===== src/rtl/reg_select_sequencer_pkg.sv =====
// Shared types and helpers for the register select / operand sequencer.
//   seq_state_e : sequencer state encoding
//   MODE_*      : seq_mode values
//   DEF_*_LSB   : default Ra/Rb/Rc field positions in the instruction word
//   onehot()    : index -> one-hot vector, all-zero when idx >= nregs
package reg_select_sequencer_pkg;

  localparam int MAX_REGS = 16;

  localparam int DEF_RA_LSB = 23;
  localparam int DEF_RB_LSB = 19;
  localparam int DEF_RC_LSB = 15;

  localparam logic [1:0] MODE_RD_B       = 2'd0;
  localparam logic [1:0] MODE_RD_BC      = 2'd1;
  localparam logic [1:0] MODE_RD_BC_WR_A = 2'd2;
  localparam logic [1:0] MODE_WR_A       = 2'd3;

  typedef enum logic [2:0] {
    S_IDLE,
    S_RD_B,
    S_RD_C,
    S_WR_A,
    S_DONE
  } seq_state_e;

  function automatic logic [MAX_REGS-1:0] onehot(input logic [31:0] idx,
                                                 input logic [31:0] nregs);
    logic [MAX_REGS-1:0] v;
    v = '0;
    if (idx < nregs && idx < 32'(MAX_REGS)) v[idx[3:0]] = 1'b1;
    return v;
  endfunction

endpackage


===== src/rtl/reg_select_sequencer_onehot.sv =====
// reg_onehot_decoder: register index to one-hot enable.
//   i_idx    : register index
//   i_en     : drive the one-hot output (otherwise all zero)
//   o_onehot : one-hot enable, zero when disabled or index out of range
//   o_oor    : index >= NUM_REGS (independent of i_en)
module reg_onehot_decoder
  import reg_select_sequencer_pkg::*;
#(
  parameter int IDX_W    = 4,
  parameter int NUM_REGS = 16
) (
  input  logic [IDX_W-1:0]    i_idx,
  input  logic                i_en,
  output logic [NUM_REGS-1:0] o_onehot,
  output logic                o_oor
);

  logic [MAX_REGS-1:0] w_full;

  assign w_full   = onehot(32'(i_idx), 32'(NUM_REGS));
  assign o_oor    = 32'(i_idx) >= 32'(NUM_REGS);
  assign o_onehot = i_en ? w_full[NUM_REGS-1:0] : '0;

  // Upper positions are always zero for smaller register files.
  generate
    if (NUM_REGS < MAX_REGS) begin : g_spare
      logic w_spare_unused;
      assign w_spare_unused = |w_full[MAX_REGS-1:NUM_REGS];
    end
  endgenerate

endmodule


===== src/rtl/reg_select_sequencer.sv =====
// reg_select_sequencer: instruction register, field extraction and
// register-file IN/OUT enable generation.
//   clock, clear          : clock, async active-low reset
//   ir_load, ir_in        : IR capture (only while IDLE)
//   Gra/Grb/Grc           : manual field selects (priority Gra > Grb > Grc)
//   Rin/Rout/BAout        : manual direction strobes
//   seq_start, seq_mode   : start the operand-fetch / write-back sequencer
//   wb_ready              : write-back data valid, gates the WR_A step
//   IN, OUT               : one-hot register write / read enables
//   ba_zero               : BAout on R0, bus must drive zero
//   opcode, C_sign_extended : decoded IR fields
//   seq_busy, seq_done, sel_err : sequencer status and select error
module reg_select_sequencer
  import reg_select_sequencer_pkg::*;
#(
  parameter int DATA_W   = 32,
  parameter int NUM_REGS = 16,
  parameter int IDX_W    = 4,
  parameter int OPC_W    = 5,
  parameter int RA_LSB   = DEF_RA_LSB,
  parameter int RB_LSB   = DEF_RB_LSB,
  parameter int RC_LSB   = DEF_RC_LSB,
  parameter int C_W      = 19
) (
  input  logic                clock,
  input  logic                clear,
  input  logic                ir_load,
  input  logic [DATA_W-1:0]   ir_in,
  input  logic                Gra,
  input  logic                Grb,
  input  logic                Grc,
  input  logic                Rin,
  input  logic                Rout,
  input  logic                BAout,
  input  logic                seq_start,
  input  logic [1:0]          seq_mode,
  input  logic                wb_ready,
  output logic [NUM_REGS-1:0] IN,
  output logic [NUM_REGS-1:0] OUT,
  output logic                ba_zero,
  output logic [OPC_W-1:0]    opcode,
  output logic [DATA_W-1:0]   C_sign_extended,
  output logic                seq_busy,
  output logic                seq_done,
  output logic                sel_err
);

  logic [DATA_W-1:0] r_ir;
  seq_state_e        r_state;
  logic [1:0]        r_mode;
  logic [IDX_W-1:0]  r_ra, r_rb, r_rc;

  logic [IDX_W-1:0] w_ra, w_rb, w_rc, w_man_idx;
  logic [IDX_W-1:0] w_in_idx, w_out_idx;
  logic w_busy, w_any, w_multi, w_ba_zero;
  logic w_rd, w_wr, w_in_en, w_out_en, w_in_oor, w_out_oor;

  // IR field decode
  assign w_ra   = r_ir[RA_LSB +: IDX_W];
  assign w_rb   = r_ir[RB_LSB +: IDX_W];
  assign w_rc   = r_ir[RC_LSB +: IDX_W];
  assign opcode = r_ir[DATA_W-1 -: OPC_W];
  assign C_sign_extended = {{(DATA_W-C_W){r_ir[C_W-1]}}, r_ir[C_W-1:0]};

  // Manual select
  assign w_any     = Gra | Grb | Grc;
  assign w_multi   = (Gra & Grb) | (Gra & Grc) | (Grb & Grc);
  assign w_man_idx = Gra ? w_ra : (Grb ? w_rb : w_rc);

  assign w_busy = (r_state != S_IDLE);
  assign w_rd   = (r_state == S_RD_B) | (r_state == S_RD_C);
  assign w_wr   = (r_state == S_WR_A);

  // BAout on R0 reads the constant zero instead of a register.
  assign w_ba_zero = ~w_busy & w_any & BAout & ~Rout & (w_man_idx == '0);

  // While busy the sequencer owns both decoders and the strobes are ignored.
  // IN in WR_A follows wb_ready within the same cycle so the write lands in
  // the cycle the data is valid.
  assign w_in_idx  = w_busy ? r_ra : w_man_idx;
  assign w_in_en   = w_busy ? (w_wr & wb_ready) : (w_any & Rin);
  assign w_out_idx = w_busy ? ((r_state == S_RD_B) ? r_rb : r_rc) : w_man_idx;
  assign w_out_en  = w_busy ? w_rd : (w_any & (Rout | BAout) & ~w_ba_zero);

  reg_onehot_decoder #(.IDX_W(IDX_W), .NUM_REGS(NUM_REGS)) u_in_dec (
    .i_idx    (w_in_idx),
    .i_en     (w_in_en),
    .o_onehot (IN),
    .o_oor    (w_in_oor)
  );

  reg_onehot_decoder #(.IDX_W(IDX_W), .NUM_REGS(NUM_REGS)) u_out_dec (
    .i_idx    (w_out_idx),
    .i_en     (w_out_en),
    .o_onehot (OUT),
    .o_oor    (w_out_oor)
  );

  // Both decoders see the same manual index while idle, so either oor works.
  assign sel_err  = w_busy ? ((w_rd & w_out_oor) | (w_wr & w_in_oor))
                           : (w_multi | (w_any & w_out_oor));
  assign ba_zero  = w_ba_zero;
  assign seq_busy = w_busy;
  assign seq_done = (r_state == S_DONE);

  // IR, latched indices and sequencer state
  always_ff @(posedge clock or negedge clear) begin
    if (!clear) begin
      r_ir    <= '0;
      r_state <= S_IDLE;
      r_mode  <= MODE_RD_B;
      r_ra    <= '0;
      r_rb    <= '0;
      r_rc    <= '0;
    end else begin
      case (r_state)
        S_IDLE: begin
          if (ir_load) r_ir <= ir_in;
          if (seq_start) begin
            // Indices come from the IR as it stood before any same-cycle load.
            r_ra    <= w_ra;
            r_rb    <= w_rb;
            r_rc    <= w_rc;
            r_mode  <= seq_mode;
            r_state <= (seq_mode == MODE_WR_A) ? S_WR_A : S_RD_B;
          end
        end
        S_RD_B:  r_state <= (r_mode == MODE_RD_B) ? S_DONE : S_RD_C;
        S_RD_C:  r_state <= (r_mode == MODE_RD_BC_WR_A) ? S_WR_A : S_DONE;
        S_WR_A:  if (wb_ready) r_state <= S_DONE;
        S_DONE:  r_state <= S_IDLE;
        default: r_state <= S_IDLE;
      endcase
    end
  end

endmodule

===== config.mk =====
export PLATFORM = sky130hd
export DESIGN_NAME = reg_select_sequencer
export DESIGN_NICKNAME = d
export VERILOG_FILES = /design/src/rtl/reg_select_sequencer_pkg.sv /design/src/rtl/reg_select_sequencer_onehot.sv /design/src/rtl/reg_select_sequencer.sv
export SDC_FILE = /design/constraint.sdc
export NUM_CORES = 1
export LEC_CHECK = 0
export ABC_AREA = 1
export ABC_CLOCK_PERIOD_IN_PS = 4200
export CORE_MARGIN = 4
export CORE_UTILIZATION = 40
export DETAILED_ROUTE_END_ITERATION = 12
export PLACE_DENSITY = 0.81
export SLEW_MARGIN = 20
export SYNTH_ARGS = -nofsm -noshare
export SYNTH_HDL_FRONTEND = slang
export SYNTH_HIERARCHICAL = 1
export SYNTH_SLANG_ARGS = --single-unit

===== constraint.sdc =====
create_clock -name clock -period 4.2 [get_ports clock]
set_clock_uncertainty 0.1 [all_clocks]
set_input_delay 0.84 -clock clock [delete_from_list [all_inputs] [get_ports clock]]
set_output_delay 0.84 -clock clock [all_outputs]
set_load 0.01 [all_outputs]

==> flow_summary.yaml <==
# flow metrics
status:
  status: "finished clean"
floorplan:
  fp.dieArea_um2: 8540
  die_y_um: 92.4
  pin_count: 118
  coreArea_um2: 6870
grt:
  grt_pass1_wl_mm: 10.6
  grt_use_total_pct: 15.3
  grt_max_degree: 50
  grt_util_met1_pct: 17.5
  grt_overflow: 0
placement:
  dp_hpwl_mm: 5.19
  place_area_um2: 3790
pwr:
  p_leak_nw: 1.80
  vdd_drop_max_uv: 395
  p_total_mw: 2.80
  pwr-share-comb_pct: 59.7
route:
  drt_iter0_markers: 117
  routedWlPerCell_um: 12.9
  drtPass1Iterations: 4
  viasPerCell: 4.63
worst_setup_path:
  endpoint_kind: "output port"
  crit_path_start_kind: "primary input"
  max_stage_delay_ps: 590
  required_ps: 3260
  reg2reg_depth: 5
  crit_arrival_ps: 3060
  cp_common_cell: "nand3_1"
  crit_start: "Grb"
  rrSetupSlack_ps: 2370
final_layout:
  logic_area_um2: 1170
  final_layout_size_suffix_gt1_share_pct: 10.0
  diodes: 0
  n_all_inverters: 31
  clk_share_pct: 2.06
clock_network:
  clock_sinks: 49
  hold_buffers: 0
logic_synthesis:
  synth_area_um2: 2850
  ys_top_cells_by_count: "62 x nand2_1, 52 x nor2_1, 49 x dfrtp_1"
  fp_nets: 374
  top_cell: "nand2_1"
  synth_xor_xnor_area_share_pct: 0
  synth-main-ff-cell: "dfrtp_1"
  synth_cells: 329
  synth_top_area_share_pct: 43.0
  ys_seq_share_pct: 43.0
  fa_ha_area_share_pct: 0
  ys_sh_mux_pct: 13.3
  top_area_cell: "dfrtp_1"
sta:
  max_freq_ghz: 0.250
  period_minus_slack_ps: 4000
  relSlewSlack_pct: 59.5
  tns_ps: 0
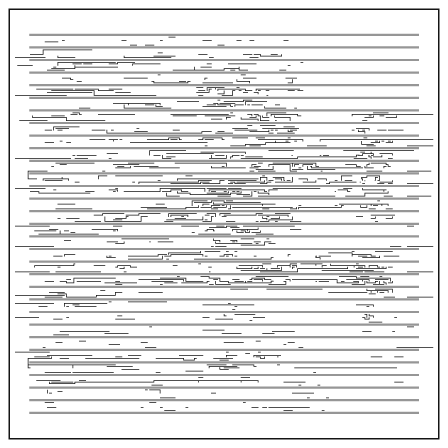
(signal wires on met1)
Supply wires on this layer in grey.
The layer holds 40% of the routed length. The wires run mostly horizontal. The layer carries 2620 um of wire.
wirelength, routed: 6.49 mm
routed vias: 2339

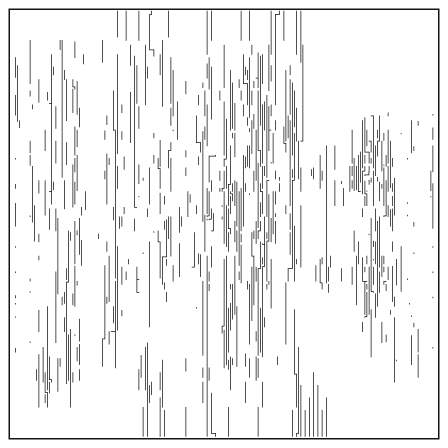
(the metal 2 layer)
The layer holds 46% of the routed length. 390 nets have wire on it.
grt met2 use: 26.0%

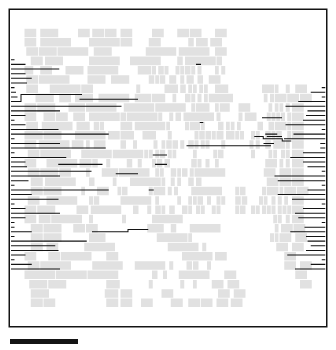
(the metal 3 layer)
The bar under the picture is 20 um long. Cells faint in the background.
The layer carries 772 um of wire. The layer holds 12% of the routed length.
grt met3 use: 6.74%

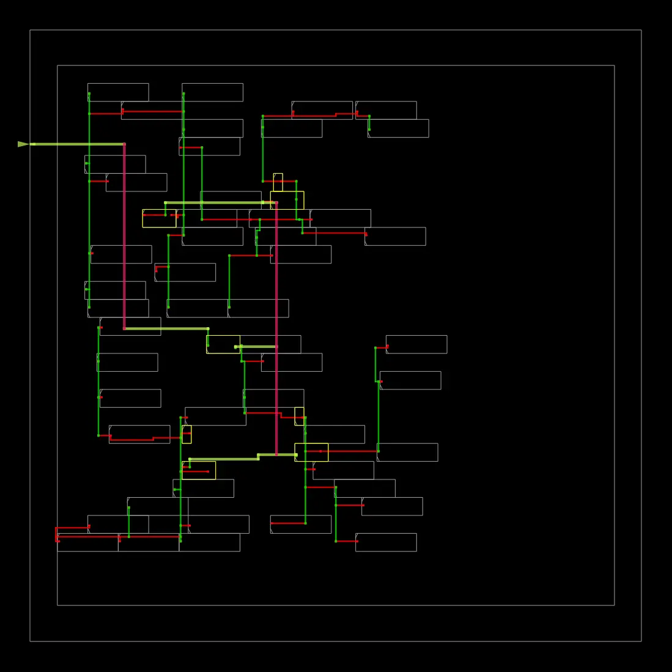
(the clock network)
clkbuf count: 8
Flop Count: 49
TritonCTS buffer count: 5

Power is estimated from default activity; no workload was simulated.
